**Run 1: M4 wires**

(2 px per um)
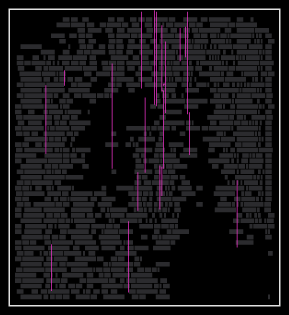
**Run 1: routing congestion**

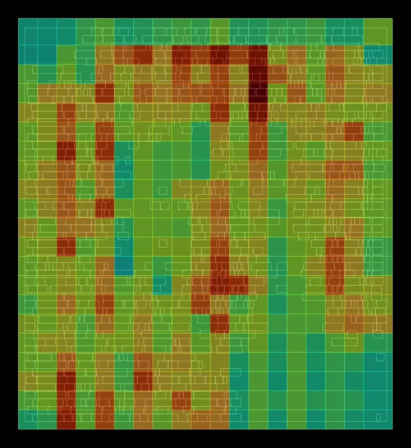
**Run 1: sequential cells colored by netlist name**

(3 px per um) Other sequential cells in the stronger gray, the rest of the logic in the fainter gray.
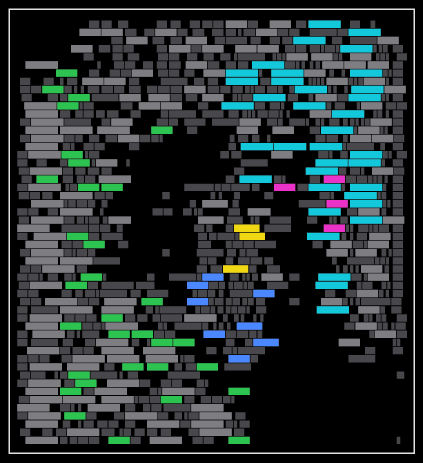
**Run 1: clock wires, drivers and flops**

(2 px per um)
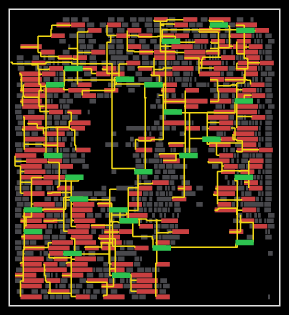
## src/rtl/axil_cfg_pkg.sv

```systemverilog
// Shared types and constants for the AXI-Lite to cfg_bus bridge.
package axil_cfg_pkg;

  localparam logic [1:0] RESP_OKAY   = 2'b00;
  localparam logic [1:0] RESP_SLVERR = 2'b10;

  typedef enum logic [2:0] {
    ST_IDLE    = 3'd0,
    ST_WR_REQ  = 3'd1,
    ST_RD_REQ  = 3'd2,
    ST_WAIT    = 3'd3,
    ST_WR_RESP = 3'd4,
    ST_RD_RESP = 3'd5
  } state_t;

  typedef enum logic {
    GRANT_RD = 1'b0,
    GRANT_WR = 1'b1
  } grant_t;

endpackage

```

## src/rtl/axil_cfg_skid1.sv

```systemverilog
// Single-entry valid/ready holding buffer. Ready is the inverse of the full
// flag (held low during reset); the entry is released by an external clear
// once the owning transaction has been answered.
module axil_cfg_skid1 #(
  parameter int W = 32
) (
  input  logic         clk,
  input  logic         rst,
  input  logic [W-1:0] in_data,
  input  logic         in_valid,
  output logic         in_ready,
  input  logic         clr,
  output logic         full,
  output logic [W-1:0] data
);

  logic take;

  assign in_ready = !full && !rst;
  assign take     = in_valid && in_ready;

  // Occupancy flag: set on accept, cleared by the response handshake.
  always_ff @(posedge clk) begin
    if (rst)       full <= 1'b0;
    else if (clr)  full <= 1'b0;
    else if (take) full <= 1'b1;
  end

  // Payload capture; only meaningful while full is set.
  always_ff @(posedge clk) begin
    if (take) data <= in_data;
  end

endmodule

```

## src/rtl/axil_cfg_bridge.sv

```systemverilog
// AXI-Lite slave to cfg_bus master bridge. One outstanding transaction,
// alternating read/write grant under contention, optional ack timeout that
// answers with SLVERR.
module axil_cfg_bridge
  import axil_cfg_pkg::*;
#(
  parameter int          ADDR_WIDTH     = 32,
  parameter int          DATA_WIDTH     = 32,
  parameter int          TIMEOUT_CYCLES = 256,
  parameter logic [31:0] TIMEOUT_RDATA  = 32'hDEAD_BEEF
) (
  input  logic                    clk_i,
  input  logic                    reset_i,
  input  logic [ADDR_WIDTH-1:0]   s_awaddr_i,
  input  logic                    s_awvalid_i,
  output logic                    s_awready_o,
  input  logic [DATA_WIDTH-1:0]   s_wdata_i,
  input  logic [DATA_WIDTH/8-1:0] s_wstrb_i,
  input  logic                    s_wvalid_i,
  output logic                    s_wready_o,
  output logic [1:0]              s_bresp_o,
  output logic                    s_bvalid_o,
  input  logic                    s_bready_i,
  input  logic [ADDR_WIDTH-1:0]   s_araddr_i,
  input  logic                    s_arvalid_i,
  output logic                    s_arready_o,
  output logic [DATA_WIDTH-1:0]   s_rdata_o,
  output logic [1:0]              s_rresp_o,
  output logic                    s_rvalid_o,
  input  logic                    s_rready_i,
  output logic [ADDR_WIDTH-1:0]   cfg_addr_o,
  output logic [DATA_WIDTH-1:0]   cfg_wdata_o,
  output logic [DATA_WIDTH/8-1:0] cfg_wstrb_o,
  output logic                    cfg_wr_o,
  output logic                    cfg_rd_o,
  input  logic                    cfg_ack_i,
  input  logic [DATA_WIDTH-1:0]   cfg_rdata_i
);

  localparam int STRB_WIDTH = DATA_WIDTH / 8;
  localparam int CNT_W      = (TIMEOUT_CYCLES > 1) ? $clog2(TIMEOUT_CYCLES) : 1;
  localparam logic [CNT_W-1:0] CNT_LAST =
    CNT_W'((TIMEOUT_CYCLES > 0) ? TIMEOUT_CYCLES - 1 : 0);
  localparam logic [DATA_WIDTH-1:0] TO_RDATA = DATA_WIDTH'(TIMEOUT_RDATA);

  state_t                  state;
  grant_t                  last_grant;
  logic [CNT_W-1:0]        cnt;

  logic                    aw_full, w_full, ar_full;
  logic [ADDR_WIDTH-1:0]   aw_addr, ar_addr;
  logic [DATA_WIDTH-1:0]   w_data;
  logic [STRB_WIDTH-1:0]   w_strb;
  logic                    wr_clr, rd_clr;
  logic                    wr_pend, rd_pend, grant_wr, timeout_hit;

  axil_cfg_skid1 #(.W(ADDR_WIDTH)) u_aw (
    .clk(clk_i), .rst(reset_i), .in_data(s_awaddr_i), .in_valid(s_awvalid_i),
    .in_ready(s_awready_o), .clr(wr_clr), .full(aw_full), .data(aw_addr)
  );

  axil_cfg_skid1 #(.W(DATA_WIDTH + STRB_WIDTH)) u_w (
    .clk(clk_i), .rst(reset_i), .in_data({s_wstrb_i, s_wdata_i}),
    .in_valid(s_wvalid_i), .in_ready(s_wready_o), .clr(wr_clr),
    .full(w_full), .data({w_strb, w_data})
  );

  axil_cfg_skid1 #(.W(ADDR_WIDTH)) u_ar (
    .clk(clk_i), .rst(reset_i), .in_data(s_araddr_i), .in_valid(s_arvalid_i),
    .in_ready(s_arready_o), .clr(rd_clr), .full(ar_full), .data(ar_addr)
  );

  assign wr_pend     = aw_full && w_full;
  assign rd_pend     = ar_full;
  // Under contention the side that did not win last time goes first.
  assign grant_wr    = wr_pend && (!rd_pend || (last_grant == GRANT_RD));
  assign timeout_hit = (TIMEOUT_CYCLES != 0) && (cnt == CNT_LAST);

  assign wr_clr      = (state == ST_WR_RESP) && s_bready_i;
  assign rd_clr      = (state == ST_RD_RESP) && s_rready_i;

  assign cfg_wr_o    = (state == ST_WR_REQ);
  assign cfg_rd_o    = (state == ST_RD_REQ);
  assign s_bvalid_o  = (state == ST_WR_RESP);
  assign s_rvalid_o  = (state == ST_RD_RESP);

  // Transaction FSM: grant, request pulse, wait for ack or timeout, respond.
  always_ff @(posedge clk_i) begin
    if (reset_i) begin
      state       <= ST_IDLE;
      last_grant  <= GRANT_RD;
      cnt         <= '0;
      s_bresp_o   <= RESP_OKAY;
      s_rresp_o   <= RESP_OKAY;
      s_rdata_o   <= '0;
      cfg_addr_o  <= '0;
      cfg_wdata_o <= '0;
      cfg_wstrb_o <= '0;
    end else begin
      unique case (state)
        ST_IDLE: begin
          if (wr_pend || rd_pend) begin
            cnt <= '0;
            if (grant_wr) begin
              state       <= ST_WR_REQ;
              last_grant  <= GRANT_WR;
              cfg_addr_o  <= aw_addr;
              cfg_wdata_o <= w_data;
              cfg_wstrb_o <= w_strb;
            end else begin
              state       <= ST_RD_REQ;
              last_grant  <= GRANT_RD;
              cfg_addr_o  <= ar_addr;
              cfg_wstrb_o <= '0;
            end
          end
        end
        ST_WR_REQ, ST_RD_REQ, ST_WAIT: begin
          cnt <= cnt + 1'b1;
          if (cfg_ack_i) begin
            if (last_grant == GRANT_WR) begin
              s_bresp_o <= RESP_OKAY;
              state     <= ST_WR_RESP;
            end else begin
              s_rdata_o <= cfg_rdata_i;
              s_rresp_o <= RESP_OKAY;
              state     <= ST_RD_RESP;
            end
          end else if (timeout_hit) begin
            if (last_grant == GRANT_WR) begin
              s_bresp_o <= RESP_SLVERR;
              state     <= ST_WR_RESP;
            end else begin
              s_rdata_o <= TO_RDATA;
              s_rresp_o <= RESP_SLVERR;
              state     <= ST_RD_RESP;
            end
          end else begin
            state <= ST_WAIT;
          end
        end
        ST_WR_RESP: if (s_bready_i) state <= ST_IDLE;
        ST_RD_RESP: if (s_rready_i) state <= ST_IDLE;
        default:    state <= ST_IDLE;
      endcase
    end
  end

endmodule
```

## config.mk

```make
export PLATFORM = sky130hd
export DESIGN_NAME = axil_cfg_bridge
export DESIGN_NICKNAME = d
export VERILOG_FILES = /design/src/rtl/axil_cfg_pkg.sv /design/src/rtl/axil_cfg_skid1.sv /design/src/rtl/axil_cfg_bridge.sv
export SDC_FILE = /design/constraint.sdc
export NUM_CORES = 1
export LEC_CHECK = 0
export CAP_MARGIN = 5
export CORE_ASPECT_RATIO = 1.1
export CORE_MARGIN = 2
export CORE_UTILIZATION = 41
export DETAILED_ROUTE_END_ITERATION = 12
export GPL_TIMING_DRIVEN = 0
export PLACE_DENSITY = 0.87
export RECOVER_POWER = 50
export REMOVE_ABC_BUFFERS = 1
export SLEW_MARGIN = 10
export SYNTH_ARGS = -nofsm -noshare
export SYNTH_HDL_FRONTEND = slang
export SYNTH_HIERARCHICAL = 1
export SYNTH_SLANG_ARGS = --single-unit
```

## constraint.sdc

```tcl
create_clock -name clk_i -period 1.65 [get_ports clk_i]
set_input_delay 0.165 -clock clk_i [delete_from_list [all_inputs] [get_ports clk_i]]
set_output_delay 0.165 -clock clk_i [all_outputs]
set_load 0.005 [all_outputs]
```

==> metrics.yaml, run 1 <==
status: "completed"
synth_area_um2: 7680
cts_hold_buf: 0
xor_share_pct: 0.456
most_common_cell: "dfxtp_1"
finalWorstSetupSlack_ns: 0.0363
synth_cells: 596
ys_seq_share_pct: 69.6
regArea_um2: 5370
worst_slew_pin_slew_ns: 0.810
route.vias.total: 5774
root_buffer: "clkbuf_16"
end_kind: "register"
vdd_drop_max_mv: 0.954
edf_count: 100
grt_usage_pct: 20.6
die_y_um: 148
grt_max_degree: 68
final_hold_viol_count: 0
critical_path_class: "reg2reg"
fin_setup_tns_ns: 0
nFillCells: 1359
ctsHtreeMaxLevel: 1
cpPeakStageDelay_ns: 0.35
lay_top_cells: "140 x clkdlybuf4s50_1, 108 x dfxtp_1, 100 x dlygate4sd3_1, 100 x edfxtp_1, 75 x nand2_1"
ys_top_cells_by_count: "117 x dfxtp_1, 100 x edfxtp_1, 77 x nand2_1, 48 x nor2_1, 43 x a21oi_1"
drt_wl_total_um: 21100
synth-async-reset-ratio_pct: 0
synth_cell_types: 50
largest_reg_flops: 36
period_used_pct: 97.8
synth-adder-area-share_pct: 0.163
top_logic_kind: "AND-OR/OR-AND gates"
p_leak_nw: 4.25
drt-vias-per-instance: 5.14
cts_tree: "done"
synth_area_leader_cell: "edfxtp_1"
yosys.area_share.simple_pct: 10.2
grt_pass1_vias: 6011
clkSlewWorstSetupHoldPaths_ns: 0.06
relSlewSlack_pct: 45.9
drt.antenna.violating_nets: 0
ys_ff: 217
startpoint_type: "register"
min-delay-start: "reset_i"
cp_num_buf_inv: 2
die_width_um: 134
hold_path.class: "in2reg"
cts_made_buffers: 24
dp_hpwl_um: 12800
dpl_worst_slack_ns: -0.743
cp.required_ns: 2.05
antenna_found_initial: 3
grt_pass1_wl_um: 31900
coreArea_um2: 18400
dieArea_um2: 19800
clk_latency_ns: 0.51
crit_start: "cnt[0]"
first_iter_violations: 208
grt-ovfl-total: 0
crit_slowest_cell: "dfxtp_4"
maxCapViolCount: 0
rsz0062_at_grt: "true"
warnings: 27
cts.path.max_buffers: 3
skew_ns: 0.0139
area_growth_pct: 50.5
synthAoiAreaFrac_pct: 12.0
ys_warn_count: 6
crit_chain: "ha_4, and3_4, a31oi_4, buf_12, nor2_4, clkbuf_16, o221a_4"
comb_area_um2: 2290
fp_util_pct: 41.7
nets: 1001
mux_share_pct: 4.69
cp.arrival_ns: 2.02
slew_violations: 0
top_level_ports: 251
gp_congestion: 0.751
rows: 52
yosysCellCount: 596
syn_avg_cell_area_um2: 12.9
lay_top_count: "clkdlybuf4s50_1"
cp_top_family: "AND-OR/OR-AND gates"
wl_per_cell_um: 18.8
synth_top_area_share_pct: 39.1
r2r_start: "cnt[0]"
crit_fanout: 5
first_pass_iters: 5
drc: 0
top_register: "u_w/data"
fin_crit_ns: 1.61
drive_above_1_share_pct: 14.1
yosys-stat-area_um2: 7680
synthFlopType: "dfxtp_1"
area_leaders: "edfxtp_1 39%, dfxtp_1 30%, mux2i_1 4.7%, nand2_1 3.8%, a211oi_1 3.1%"
cts.sinks: 217
setup_viol: 0
timing.fmax_mhz: 620
powerDensity_nw_per_um2: 1310
port_buffers: 248
-- 'M4 wires' (at the start) --
15 nets have wire on it. The layer carries 623 um of wire. The wires run mostly vertical. The layer holds 2.9% of the routed length.

-- 'routing congestion' (at the start) --
GRT met1 Usage: 23.1%
Util after Layout: 62.8%
GR peak layer: met2

-- 'sequential cells colored by netlist name' (at the start) --
Key: green = cfg_addr_o [placed flops 32]; cyan = u_w/data [placed flops 36]; yellow = state [placed flops 3]; magenta = cfg_wstrb_o [placed flops 4, where middle right]; blue = cnt [placed flops 8]

-- 'clock wires, drivers and flops' (at the start) --
Key: green = cells driving clock nets [count 24]; yellow = clock wires [length 2550 um]; red = flip-flops [count 217]
There are 25 routed clock nets.

## run 1: cell families after synthesis
logic type / Yosys count
multiplexers: 36
buffers and inverters: 42
other: 1
AND/OR/NAND/NOR: 171
adder cells (fa/ha/maj): 1
XOR/XNOR: 4
flip-flops: 217
AND-OR/OR-AND: 124
## run 1: per-stage QoR
stage                     hold slack (ns)  total power, mW  instance area, um^2  util (%)  std cells
after floorplan                     0.234             7.82                 7470         -        556
after global placement              0.441             9.42                10300      55.7       1047
after detailed placement            0.446             9.54                10300      56.1       1050
after CTS                          0.0480             15.1                11400      61.9       1114
after global routing               0.0702             15.8                11600      62.8       1124
final                              0.0663             15.2                11600      62.8       1124
## run 1: metal layers
metal  track usage [%]  share of wire (%)
met5                 0                  0
met4              8.11                2.9
met3              6.21                8.2
met2              36.6                 51
met1              23.1                 37
## run 1: area by class of cell
cell class                      instances  area share [%]
Inverter                                1          0.0325
Timing Repair Buffer                  273            24.1
Clock inverter                         15            1.23
Sequential cell                       217            46.5
Multi-Input combinational cell        343            19.8
Clock buffer                           29            5.63
Tap cell                              243            2.63
Antenna cell                            3          0.0649
## run 1: repair_timing
| action | CTS | global route |
|---|---|---|
| buffers inserted | 15 | 6 |
| endpoints found under the hold margin | 0 | 0 |
| resized | 38 | 15 |
| setup endpoints to repair | 183 | 76 |
| gates cloned | 5 | 1 |
| pin swaps | 8 | 5 |
## run 1: path summary, 6_finish.rpt
kind	end	slack [ns]	cells after the start
worst max-delay path	s_rdata_o[31]	0.04	7
worst max register to register	s_rdata_o[31]	0.04	7
worst min register to register	cfg_wdata_o[27]	0.45	2
worst min-delay path	cfg_wdata_o[6]	0.07	2
## run 1: where the power goes
part,switching [mW],total (mW),internal (mW)
clock network,2.14,5.28,3.15
registers,0.386,6.62,6.24
logic,1.48,3.28,1.80
total,4.00,15.2,11.2
--- run 2 (diff from run 1) ---
Settings changed: PLACE_DENSITY 0.87 to 0.75, SETUP_SLACK_MARGIN from default to 0.02.
**Run 2: layout detail**

Window x 91 to 111, y 27 to 47 um. Cells in gray, sequential cells in the stronger gray; small squares are vias.
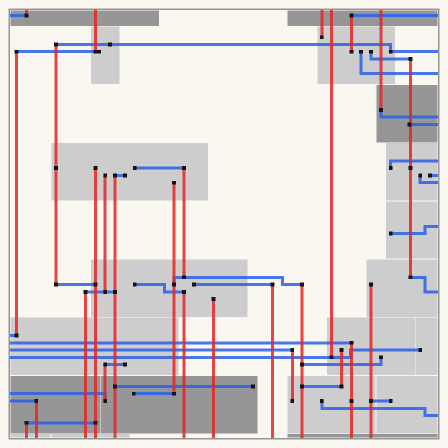
Key: red = met2; blue = met1
13 logic cells have their middle in the window. Sequential cells in the window: 2. Netlist names of flops here include s_rdata_o (2).

**Run 2: M4 wires**

(2 px per um)
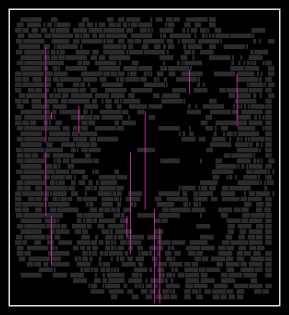
The layer carries 353 um of wire. The wires run mostly vertical. The longest straight run is 51.0 um. 8 nets have wire on it. The layer holds 1.8% of the routed length.

==> run 2 against run 1 <==
Worst hold slack gained 0.086 ns. Highest routed layer is now met5. Synthesized cell count is the same. Sequential share of layout area grew 0.21 points. Clock skew shrank 0.0035 ns. Via count shrank 2.0%.
==> metrics.yaml, run 2 <==
r2r_start: "cnt[0]"
fp_util_pct: 41.7
top_register: "u_w/data"
root_buffer: "clkbuf_16"
cts.path.max_buffers: 3
drc: 0
ys_warn_count: 6
yosys-stat-area_um2: 7680
ys_ff: 217
first_iter_violations: 258
xor_share_pct: 0.456
lay_top_cells: "140 x clkdlybuf4s50_1, 109 x dfxtp_1, 100 x dlygate4sd3_1, 100 x edfxtp_1, 75 x nand2_1"
yosysCellCount: 596
ys_seq_share_pct: 69.6
cts_resized: 32
finalWorstSetupSlack_ns: 0.0264
period_used_pct: 98.4
synth_cell_types: 50
synth-adder-area-share_pct: 0.163
placed_cell_area_um2: 10300
dp_cells: 1051
area_leaders: "edfxtp_1 39%, dfxtp_1 30%, mux2i_1 4.7%, nand2_1 3.8%, a211oi_1 3.1%"
syn_avg_cell_area_um2: 12.9
most_common_cell: "dfxtp_1"
end_kind: "register"
crit_fanout: 5
fin_crit_ns: 1.62
die_width_um: 134
min_delay_path_depth: 2
rsz0062_at_grt: "true"
cp.arrival_ns: 2.01
grt_pass1_vias: 5557
clk_latency_ns: 0.49
clkSlewWorstSetupHoldPaths_ns: 0.06
power.total_mw: 14.7
relSlewSlack_pct: 42.4
synth_top_area_share_pct: 39.1
grt-ovfl-total: 0
drive_above_1_share_pct: 14.1
largest_reg_flops: 36
critical_path_class: "reg2reg"
route.vias.total: 5660
startpoint_type: "register"
cp.required_ns: 2.03
grt_usage_pct: 18.7
post_cts_buffers: 17
nFillCells: 1455
maxCapViolCount: 0
skew_ns: 0.0104
vdd_drop_max_mv: 0.909
antenna_found_initial: 6
cts_made_buffers: 23
fin_setup_tns_ns: 0
powerDensity_nw_per_um2: 1280
timing.fmax_mhz: 616
drt.antenna.violating_nets: 0
mux_share_pct: 4.69
stdcell_count: 1125
min_to: "cnt[2]"
r2r_slack_ns: 0.03
synth_area_leader_cell: "edfxtp_1"
min-delay-start: "reset_i"
worst_slew_pin_slew_ns: 0.863
top_logic_kind: "AND-OR/OR-AND gates"
rows: 52
yosys.area_share.simple_pct: 10.2
grt_pass1_wl_um: 29400
dieArea_um2: 19800
slew_violations: 0
cts_tree: "done"
hold_path.class: "in2reg"
drt_wl_total_um: 19700
wl_per_cell_um: 17.5
synth_area_um2: 7680
r2r_end: "state[0]"
gp_congestion: 0.797
nets: 1002
drt-vias-per-instance: 5.03
synth_cells: 596
edf_count: 100
cts_hold_buf: 0
coreArea_um2: 18400
synthAoiAreaFrac_pct: 12.0
synthFlopType: "dfxtp_1"
r2r.worst_path.cells: 5
ys_top_cells_by_count: "117 x dfxtp_1, 100 x edfxtp_1, 77 x nand2_1, 48 x nor2_1, 43 x a21oi_1"
die_y_um: 148
warnings: 27
first_pass_iters: 4
grt_max_degree: 52
final_hold_viol_count: 0
area_growth_pct: 49.8
lay_top_count: "clkdlybuf4s50_1"
p_leak_nw: 4.25
setup_viol: 0
hold_slack_ns: 0.153
synth-async-reset-ratio_pct: 0
status: "completed"
dpl_worst_slack_ns: -0.597
postLayoutCoreUtil_pct: 62.5
port_buffers: 248
top_level_ports: 251
ctsHtreeMaxLevel: 1
final_cell_area_um2: 11500
dp_hpwl_um: 12100
cts.sinks: 217
-- run 2: worst max-delay path by stage --
| stage | startpoint | to | cells past startpoint |
|---|---|---|---|
| after floorplan | state[2] | cfg_addr_o[0] | 4 |
| after global placement | reset_i | s_rdata_o[7] | 3 |
| after detailed placement | state[2] | cfg_wdata_o[28] | 5 |
| after CTS | state[2] | state[0] | 4 |
| after global routing | cnt[0] | s_rdata_o[16] | 7 |
| final | cnt[0] | state[0] | 5 |
-- run 2: layout make-up --
cell class	instances	area [um^2]	share of cell area, %
diodes	5	12.5	0.109
clock buffers	34	677	5.89
clock inverters	7	41.3	0.359
inverters	1	3.75	0.0326
multi-input cells	343	2330	20.3
flip-flops and latches	217	5370	46.7
well taps	243	304	2.64
repair buffers	275	2760	24.0
-- run 2: where the power goes --
group | switching (mW) | total, mW | internal (mW)
Clock | 1.99 | 4.83 | 2.84
Combinational | 1.43 | 3.22 | 1.79
Sequential | 0.382 | 6.62 | 6.24
Total | 3.80 | 14.7 | 10.9
-- run 2: worst max-delay path: stages, from the launching register on --
cell      delay, ns
dfxtp_4        0.36
ha_4           0.16
and3_4         0.19
a31o_2         0.25
a211o_1        0.30
a221oi_2       0.25
-- run 2: logic make-up after synthesis --
| logic type | count (synthesis) |
|---|---|
| buffers and inverters | 42 |
| multiplexers | 36 |
| XOR/XNOR | 4 |
| AND/OR/NAND/NOR | 171 |
| flip-flops | 217 |
| AND-OR/OR-AND | 124 |
| adder cells (fa/ha/maj) | 1 |
| other | 1 |
-- run 2: routing by layer --
layer	track usage, %	routed length, um	vias to the layer above
met5	0	15	-
met4	5.26	352	2
met3	7.17	1890	28
met2	30.3	9420	229
met1	23.3	7980	2677
li1	-	-	2724
--- run 3 (diff from run 2) ---
Settings changed: CAP_MARGIN 5 to default.
**Run 3: clock wires, drivers and flops**

(2 px per um)
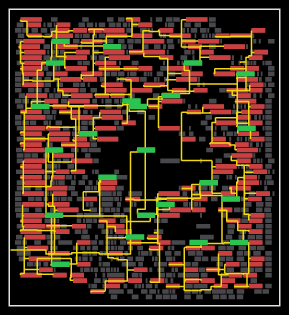
Key: yellow = clock wires [length 2470 um]; green = cells driving clock nets [count 23]; red = flip-flops [count 217]
There are 24 routed clock nets.

**Run 3: M4 wires**

(2 px per um)
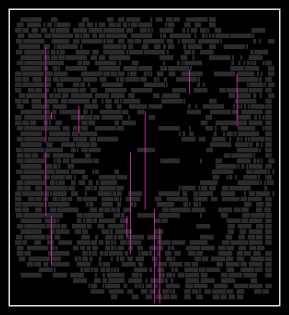
The wires run mostly vertical. The layer carries 353 um of wire. The layer holds 1.8% of the routed length. The longest straight run is 51.0 um.

==> run 3 against run 2 <==
Global-route usage stayed put. Sequential cell count stayed put. Critical path depth stayed put. Clock skew stayed put. Critical path type unchanged. Largest cell class unchanged. Largest power group unchanged.
==> metrics.yaml, run 3 <==
status: "completed"
die_y_um: 148
hold_path.class: "in2reg"
r2r_end: "state[0]"
p_seq_share_pct: 45.1
dpl_worst_slack_ns: -0.597
dieArea_um2: 19800
synth_cells: 596
ys_ff: 217
min_to: "cnt[2]"
synth_area_um2: 7680
p_comb_mw: 3.22
top_level_ports: 251
p_int_mw: 10.9
drive_above_1_share_pct: 14.1
lay_top_cells: "140 x clkdlybuf4s50_1, 109 x dfxtp_1, 100 x dlygate4sd3_1, 100 x edfxtp_1, 75 x nand2_1"
crit_end: "state[0]"
seq_power_mw: 6.62
clkSlewWorstSetupHoldPaths_ns: 0.06
nets: 1002
grt_pass1_vias: 5557
coreArea_um2: 18400
maxCapViolCount: 0
slew_violations: 0
drt.antenna.violating_nets: 0
port_buffers: 248
synth_top_area_share_pct: 39.1
area_growth_pct: 49.8
cp.arrival_ns: 2.01
die_width_um: 134
root_buffer: "clkbuf_16"
switchingPower_mw: 3.80
skew_ns: 0.0104
switching_share_pct: 25.9
p_clk_share_pct: 32.9
cts_made_buffers: 23
drt-vias-per-instance: 5.03
final_hold_viol_count: 0
nFillCells: 1455
cts.path.max_buffers: 3
worst_slew_pin_slew_ns: 0.863
area_leaders: "edfxtp_1 39%, dfxtp_1 30%, mux2i_1 4.7%, nand2_1 3.8%, a211oi_1 3.1%"
grt-ovfl-total: 0
grt_usage_pct: 18.7
ys_warn_count: 6
r2r_slack_ns: 0.03
period_used_pct: 98.4
synth-async-reset-ratio_pct: 0
synth_cell_types: 50
wl_per_cell_um: 17.5
clk_latency_ns: 0.49
edf_count: 100
relSlewSlack_pct: 42.4
cts_tree: "done"
drt_wl_total_um: 19700
first_pass_iters: 4
gp_congestion: 0.797
lay_top_count: "clkdlybuf4s50_1"
crit_start: "cnt[0]"
cts.sinks: 217
power.total_mw: 14.7
pg_clk_mw: 4.83
largest_reg_flops: 36
powerDensity_nw_per_um2: 1280
yosysCellCount: 596
grt_pass1_wl_um: 29400
finalWorstSetupSlack_ns: 0.0264
r2r_start: "cnt[0]"
min_delay_path_depth: 2
ctsHtreeMaxLevel: 1
most_common_cell: "dfxtp_1"
ys_top_cells_by_count: "117 x dfxtp_1, 100 x edfxtp_1, 77 x nand2_1, 48 x nor2_1, 43 x a21oi_1"
dp_hpwl_um: 12100
antenna_found_initial: 6
rsz0062_at_grt: "true"
first_iter_violations: 258
hold_slack_ns: 0.153
top_power_group: "registers"
cp.required_ns: 2.03
startpoint_type: "register"
yosys-stat-area_um2: 7680
pwr-share-comb_pct: 22.0
vdd_drop_max_mv: 0.909
r2r.worst_path.cells: 5
warnings: 27
timing.fmax_mhz: 616
synth_area_leader_cell: "edfxtp_1"
route.vias.total: 5660
synthFlopType: "dfxtp_1"
top_register: "u_w/data"
setup_viol: 0
fin_crit_ns: 1.62
crit_fanout: 5
fp_util_pct: 41.7
[run 3: cell counts after synthesis]
No cell type changed its count.
[run 3: stage by stage]
stage                     setup TNS (ns)  instance area [um^2]  util, %  cells
after floorplan                   -41.86                  7470        -    556
after global placement           -625.90                 10300     55.7   1047
after detailed placement          -76.54                 10300     56.1   1051
after CTS                        -0.0295                 11300     61.3   1112
after global routing             -0.0892                 11500     62.4   1124
final                                  0                 11500     62.5   1125
[run 3: worst max-delay path, cell delays in order, from the launching register on]
cell,delay (ns)
dfxtp_4,0.36
ha_4,0.16
and3_4,0.19
a31o_2,0.25
a211o_1,0.30
a221oi_2,0.25
[run 3: layer usage]
layer  vias to the layer above  part of all wire [%]  GRT usage (%)  routed length [um]
met1                      2677                    41           23.3                7980
met5                         -                 0.076              0                  15
met4                         2                   1.8           5.26                 352
met3                        28                   9.6           7.17                1890
met2                       229                    48           30.3                9420
li1                       2724                     -              -                   -
[run 3: layout make-up]
cell class / instances / area, um^2 / share of cell area [%]
Timing Repair Buffer: 275 / 2760 / 24.0
Inverter: 1 / 3.75 / 0.0326
Clock buffer: 34 / 677 / 5.89
Antenna cell: 5 / 12.5 / 0.109
Sequential cell: 217 / 5370 / 46.7
Tap cell: 243 / 304 / 2.64
Clock inverter: 7 / 41.3 / 0.359
Multi-Input combinational cell: 343 / 2330 / 20.3
[run 3: kinds of logic after synthesis]
logic type	count (synthesis)	synth area share (%)
DFF	217	69.6
and+or+nand+nor	171	10.2
AOI/OAI and AO/OA	124	12.0
buffers and inverters	42	2.83
muxes	36	4.69
xor gates and xnor gates	4	0.456
adders and majority gates	1	0.163
other	1	0.0488
[run 3: timing repair]
action                     4_1_cts  5_1_grt
pin swaps                       10        9
gates resized                   32       25
buffers inserted                17        6
hold buffers                     0        0
setup endpoints to repair      115      146
cloned                           3        2
Power and IR drop assume default switching activity.
